==> config.mk <==
export PLATFORM = sky130hd
export DESIGN_NAME = dmem_arbiter
export DESIGN_NICKNAME = d
export VERILOG_FILES = /design/src/rtl/dmem_arbiter.sv
export SDC_FILE = /design/constraint.sdc
export NUM_CORES = 1
export LEC_CHECK = 0
export CAP_MARGIN = 25
export CORE_ASPECT_RATIO = 0.7
export CORE_MARGIN = 2
export CORE_UTILIZATION = 30
export CTS_CLUSTER_SIZE = 40
export DETAILED_ROUTE_END_ITERATION = 16
export PLACE_DENSITY = 0.69
export SLEW_MARGIN = 20
export SYNTH_ARGS = -nofsm -noshare
export SYNTH_HDL_FRONTEND = slang
export SYNTH_SLANG_ARGS = --single-unit
==> constraint.sdc <==
create_clock -name clk -period 7.34 [get_ports clk]
set_clock_uncertainty 0.15 [all_clocks]
set_input_delay 1.468 -clock clk [delete_from_list [all_inputs] [get_ports clk]]
set_output_delay 1.468 -clock clk [all_outputs]
set_load 0.005 [all_outputs]
==> src/rtl/dmem_arbiter.sv <==
`timescale 1ns/1ps
// -----------------------------------------------------------------------------
// dmem_arbiter
//   Two-requester round-robin arbiter and sequencer in front of the single-port,
//   word-addressed data memory. Port 0 is the pipeline MEM stage, port 1 a
//   secondary master (loader / DMA). One access at a time is latched, the
//   memory address/data/strobes are held for ACCESS_CYCLES cycles, read data is
//   captured, and a one-cycle ack is returned to the granted port.
//
// Parameters
//   ACCESS_CYCLES  cycles the memory strobes are held per access (1..15)
//
// Ports
//   clk, rst                   clock (rising edge), async active-high reset
//   req0/we0/addr0/wdata0      port 0 request, type (1=write), address, data
//   ack0/rdata0                port 0 one-cycle completion, read data
//   req1/we1/addr1/wdata1      port 1 request fields
//   ack1/rdata1                port 1 completion, read data
//   mem_address/mem_writeData  address and write data to the data memory
//   mem_memRead/mem_memWrite   read and write strobes to the data memory
//   mem_out                    combinational read data from the data memory
//   busy                       FSM not in IDLE
//   err                        misaligned-access flag (pulses with ack)
//
// Optional feature
//   DMEM_ARB_ALIGN_CHECK_EN    when defined, a granted access whose address has
//                              addr[1:0]!=0 skips the memory, acks with err=1
//                              and returns rdata=0. When undefined err is 0 and
//                              addr[1:0] is passed through untouched.
// -----------------------------------------------------------------------------
module dmem_arbiter #(
  parameter int unsigned ACCESS_CYCLES = 1
) (
  input  logic        clk,
  input  logic        rst,
  input  logic        req0,
  input  logic        we0,
  input  logic [31:0] addr0,
  input  logic [31:0] wdata0,
  output logic        ack0,
  output logic [31:0] rdata0,
  input  logic        req1,
  input  logic        we1,
  input  logic [31:0] addr1,
  input  logic [31:0] wdata1,
  output logic        ack1,
  output logic [31:0] rdata1,
  output logic [31:0] mem_address,
  output logic [31:0] mem_writeData,
  output logic        mem_memRead,
  output logic        mem_memWrite,
  input  logic [31:0] mem_out,
  output logic        busy,
  output logic        err
);

  typedef enum logic [1:0] {
    IDLE   = 2'd0,
    ACCESS = 2'd1,
    DONE   = 2'd2
  } state_t;

  localparam logic [3:0] CNT_INIT = 4'(ACCESS_CYCLES - 1);

  state_t      state, state_nxt;
  logic        last_grant;
  logic        gid;
  logic [3:0]  cnt;
  logic        lat_we;
  logic [31:0] lat_addr;
  logic [31:0] lat_wdata;

  // Winner selection: a lone requester wins; on a tie the port that did not
  // win last time gets the grant, which yields strict alternation under load.
  logic        any_req;
  logic        winner;
  logic [31:0] win_addr;
  logic [31:0] win_wdata;
  logic        win_we;
  logic        win_mis;

  assign any_req   = req0 | req1;
  assign winner    = (req0 & req1) ? ~last_grant : req1;
  assign win_addr  = winner ? addr1  : addr0;
  assign win_wdata = winner ? wdata1 : wdata0;
  assign win_we    = winner ? we1    : we0;

`ifdef DMEM_ARB_ALIGN_CHECK_EN
  logic mis_q;  // current access was rejected as misaligned
  assign win_mis = (win_addr[1:0] != 2'b00);
`else
  assign win_mis = 1'b0;
`endif

  // State register.
  // NOTE: sequential state uses non-blocking assignments so every flop samples
  // the pre-edge values of its inputs regardless of process ordering.
  always_ff @(posedge clk or posedge rst) begin
    if (rst) state <= IDLE;
    else     state <= state_nxt;
  end

  // Next-state logic.
  // NOTE: the default assignment first guarantees every path drives state_nxt,
  // so no latch is inferred.
  always_comb begin
    state_nxt = state;
    case (state)
      IDLE:    if (any_req) state_nxt = win_mis ? DONE : ACCESS;
      ACCESS:  if (cnt == 4'd0) state_nxt = DONE;
      DONE:    state_nxt = IDLE;
      default: state_nxt = IDLE;
    endcase
  end

  // Datapath: grant latching, hold counter, read-data capture.
  // NOTE: every register here is reset; the datapath is small, and a fully
  // defined post-reset state keeps rdata* and mem_* at 0 as observed outputs.
  always_ff @(posedge clk or posedge rst) begin
    if (rst) begin
      last_grant <= 1'b1;  // port 0 wins the first tie
      gid        <= 1'b0;
      cnt        <= 4'd0;
      lat_we     <= 1'b0;
      lat_addr   <= '0;
      lat_wdata  <= '0;
      rdata0     <= '0;
      rdata1     <= '0;
`ifdef DMEM_ARB_ALIGN_CHECK_EN
      mis_q      <= 1'b0;
`endif
    end else begin
      case (state)
        IDLE: begin
          if (any_req) begin
            lat_we     <= win_we;
            lat_addr   <= win_addr;
            lat_wdata  <= win_wdata;
            gid        <= winner;
            last_grant <= winner;
            cnt        <= CNT_INIT;
`ifdef DMEM_ARB_ALIGN_CHECK_EN
            mis_q      <= win_mis;
            // A rejected access returns zero data in its ack cycle.
            if (win_mis) begin
              if (winner) rdata1 <= '0;
              else        rdata0 <= '0;
            end
`endif
          end
        end
        ACCESS: begin
          if (cnt != 4'd0) begin
            cnt <= cnt - 4'd1;
          end else if (!lat_we) begin
            if (gid) rdata1 <= mem_out;
            else     rdata0 <= mem_out;
          end
        end
        default: ;
      endcase
    end
  end

  // Outputs are decoded only from state and latched fields, never from the
  // request inputs, so the memory interface has no combinational path from
  // req*/addr*.
  always_comb begin
    mem_address   = '0;
    mem_writeData = '0;
    mem_memRead   = 1'b0;
    mem_memWrite  = 1'b0;
    if (state == ACCESS) begin
      mem_address   = lat_addr;
      mem_writeData = lat_wdata;
      mem_memRead   = ~lat_we;
      // Write strobe only in the final hold cycle: exactly one commit edge.
      mem_memWrite  = lat_we & (cnt == 4'd0);
    end
  end

  assign busy = (state != IDLE);
  assign ack0 = (state == DONE) & ~gid;
  assign ack1 = (state == DONE) &  gid;

`ifdef DMEM_ARB_ALIGN_CHECK_EN
  assign err = (state == DONE) & mis_q;
`else
  assign err = 1'b0;
`endif

endmodule

Cell outlines without signal wires:
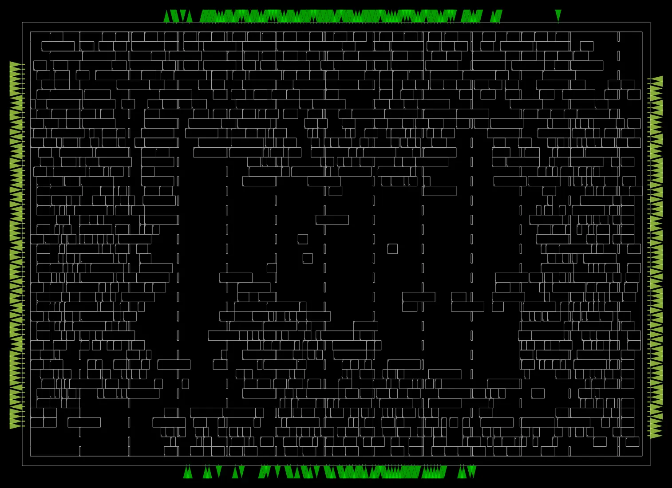
number of inserted filler cells in the final layout: 1950
sequential cell count of the final layout: 137
tap cell instance count: 276
final instance count without filler cells: 1184

Placement by cell class:
Drawn at 1.5 px/um.
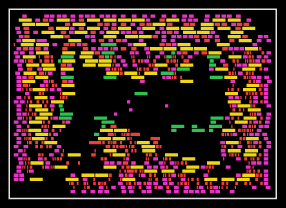
[clock drivers and dummy loads] green | cells: 32 | share of their area: 6.1%
[flip-flops] yellow | cells: 137 | share of their area: 35%
[other buffers and delay cells] magenta | cells: 306 | share of their area: 31%
[all other logic] red | cells: 433 | share of their area: 27%
Cell Rows: 44
final core utilization: 0.4894
Seq/total area: 0.3394
final design area excluding fillers: 10100 sq um
core region area: 20640 sq um

flip-flops by register name, indices dropped and copies added, names as in the netlist:
name	flops
cnt	4
state	2
gid	1
lat_addr	32
lat_we	1
rdata1	32
lat_wdata	32
last_grant	1
rdata0	32
power groups by stage:
stage	clock, W	combinational, W	sequential [W]
detailed placement	0	0.00213	0.00138
global placement	0	0.00210	0.00137
CTS	0.000883	0.00214	0.00137
floorplan	0	0.000947	0.00134
global route	0.000923	0.00231	0.00142
finish	0.000861	0.00211	0.00137
how the worst min path moves through the flow:
stage	from	endpoint	slack, ns	cells after the start
finish	rdata1[7]	rdata1[7]	0.34	1
global placement	rdata1[6]	rdata1[6]	0.32	1
global route	rdata1[24]	rdata1[24]	0.36	1
CTS	rdata1[7]	rdata1[7]	0.35	1
floorplan	cnt[0]	cnt[0]	0.32	1
detailed placement	rdata1[7]	rdata1[7]	0.33	1
placed cells by master, fill, tap and decap left out, drive strengths merged, types with 2 or more instances in the layout:
| cell type | netlist | layout |
|---|---|---|
| inv | 6 | 13 |
| and2 | 65 | 65 |
| nand2b | 2 | 2 |
| clkinv | 0 | 5 |
| nand2 | 131 | 131 |
| o21ai | 3 | 3 |
| clkbuf | 23 | 18 |
| ha | 2 | 2 |
| clkdlybuf4s50 | 0 | 298 |
| a21oi | 67 | 67 |
| a31oi | 66 | 66 |
| nor3 | 2 | 2 |
| dfrtp | 136 | 136 |
| buf | 27 | 8 |
| nor3b | 3 | 3 |
| mux2 | 64 | 64 |
| nand3 | 2 | 2 |
| o22ai | 2 | 2 |
| nor2b | 2 | 2 |
| nor2 | 6 | 6 |
critical path, cell delays in order, from the launching register on:
cell	delay (ns)
dfrtp_1	0.49
nor2b_4	0.65
buf_4	0.44
and2_1	0.19
clkdlybuf4s50_1	0.50
per-layer routing:
metal	vias up	part of all wire	track usage
met5	-	0	0
met4	0	0.015	0.05153
met3	20	0.086	0.05718
met2	210	0.46	0.2959
met1	2709	0.44	0.2420
li1	2684	-	-
per-stage QoR:
step,setup slack [ns],hold WS [ns]
floorplan,2.056,0.3234
global placement,3.547,0.3243
detailed placement,3.425,0.3302
CTS,2.985,0.3458
global route,2.778,0.3642
finish,3.021,0.3399
kinds of logic after synthesis:
kind of cell | Yosys count | share of synthesized area
and+or+nand+nor | 217 | 0.1668
AOI/OAI and AO/OA | 142 | 0.1288
DFF | 137 | 0.5455
muxes | 65 | 0.1162
buffers and inverters | 56 | 0.03821
adders and majority gates | 2 | 0.003979
other | 1 | 0.0005964
final cells by class:
type	count	area (sq um)	area share
Sequential cell	137	3430	0.3394
Timing Repair Buffer	306	3055	0.3024
Multi-Input combinational cell	427	2651	0.2624
Clock buffer	18	439.2	0.04347
Tap cell	276	345.3	0.03418
Clock inverter	14	155.1	0.01536
Inverter	6	27.53	0.002724
==> notes.md <==
The number of different library cells used by synthesis comes to 34. The tools report the reg-to-reg critical path startpoint as state[0]. The root buffer cell chosen for the clock tree is clkbuf_16.

The stage logs contain a warning count of 27. The share of power burned in combinational logic is 0.486, and the routability-driven placement congestion ratio is 0.8107. With the initial antenna violation count at 0, the instance count of the mapped netlist is 620. Note, the detailed placer reported a final HPWL of 14280 um. Number of sinks driven by the clock tree: 137. For the final routed database, the setup TNS stands at 0 ns. The number of I/O port buffers was 298; the total power was 0.004337 W. For the worst ir drop on vdd, the log shows 0.1815 mV. Routed via count: 5623. The worst setup path is launched from a register. The layout overhead on the synthesized area came out at 60.70%.

CTS reports a maximum clock tree buffer depth of 2. The run gives 6 for the detailed-routing iteration count for the pre-antenna-repair pass. With the number of storage elements in the synthesis netlist at 137, the path depth of the worst reg2reg path is 3. The total detailed-routing wirelength is 20320 um, and the post-CTS repair timing setup buffer count is 0. Yosys mapped a number of flops with a built-in enable equal to 0.

The script logs the ratio of routed vias to standard cells as 4.749. The via count of the first global-routing pass came out at 5717. The share of cells above drive strength 1 is 0.09361, and the power density normalized to cell area is 429.3 nW/um^2. Die boundary height: 125.1 um. Cell type contributing the most total cell area after synthesis: dfrtp_1. Path class of the lowest-slack min-delay path: reg -> reg.

Per the timing report, the biggest fanout along the worst path comes to 40. The run finished with clean final reports. The run gives 4.319 ns for the time the worst path needs with I/O delays and setup. STA classifies the critical path endpoint as an output pin.

For the share of total power in the clock network, the log shows 0.199. Looking at the cell usage after synthesis, the top flip-flop cell is dfrtp_1. For the pre-placement core utilization, the log shows 0.3045.

In this run the remaining antenna-violating nets after routing total 0. Post-detailed-placement cell area: 9489 sq um. The tools report the global router's overall resource usage as 0.1850. Reg-to-reg setup timing slack: 4.69 ns.

The logs give 0 for the number of hold buffers added after CTS and 0.5455 for the proportion of synthesized chip area in sequential cells. After clock tree synthesis, the repair step resized 0 gates. Per the OpenROAD floorplan log, the area of the die is 22150 sq um. I/O pin count: 300. The run gives 0.4697 as the headroom to the max-slew limit. The total of warnings raised by yosys came out at 0. Largest net degree at the start of global routing: 75.

Number of DRC violations after detailed routing: 0. Global routing finished with a remaining overflow of 0. The count of maximum capacitance violations was 0. Following the worst setup path forward leads to its endpoint at mem_writeData[15]. The run gives 0.002882 W as the internal cell power.

In this run the mean area of a mapped cell was 10.14 sq um. The logs give 1063 for the layout net count and 4.113 nW for the leakage dissipation. Counting the buffers created by CTS gives 17.

The tools report the highest clock frequency the design can meet as 231.5 MHz.
Power is estimated from default activity; no workload was simulated.
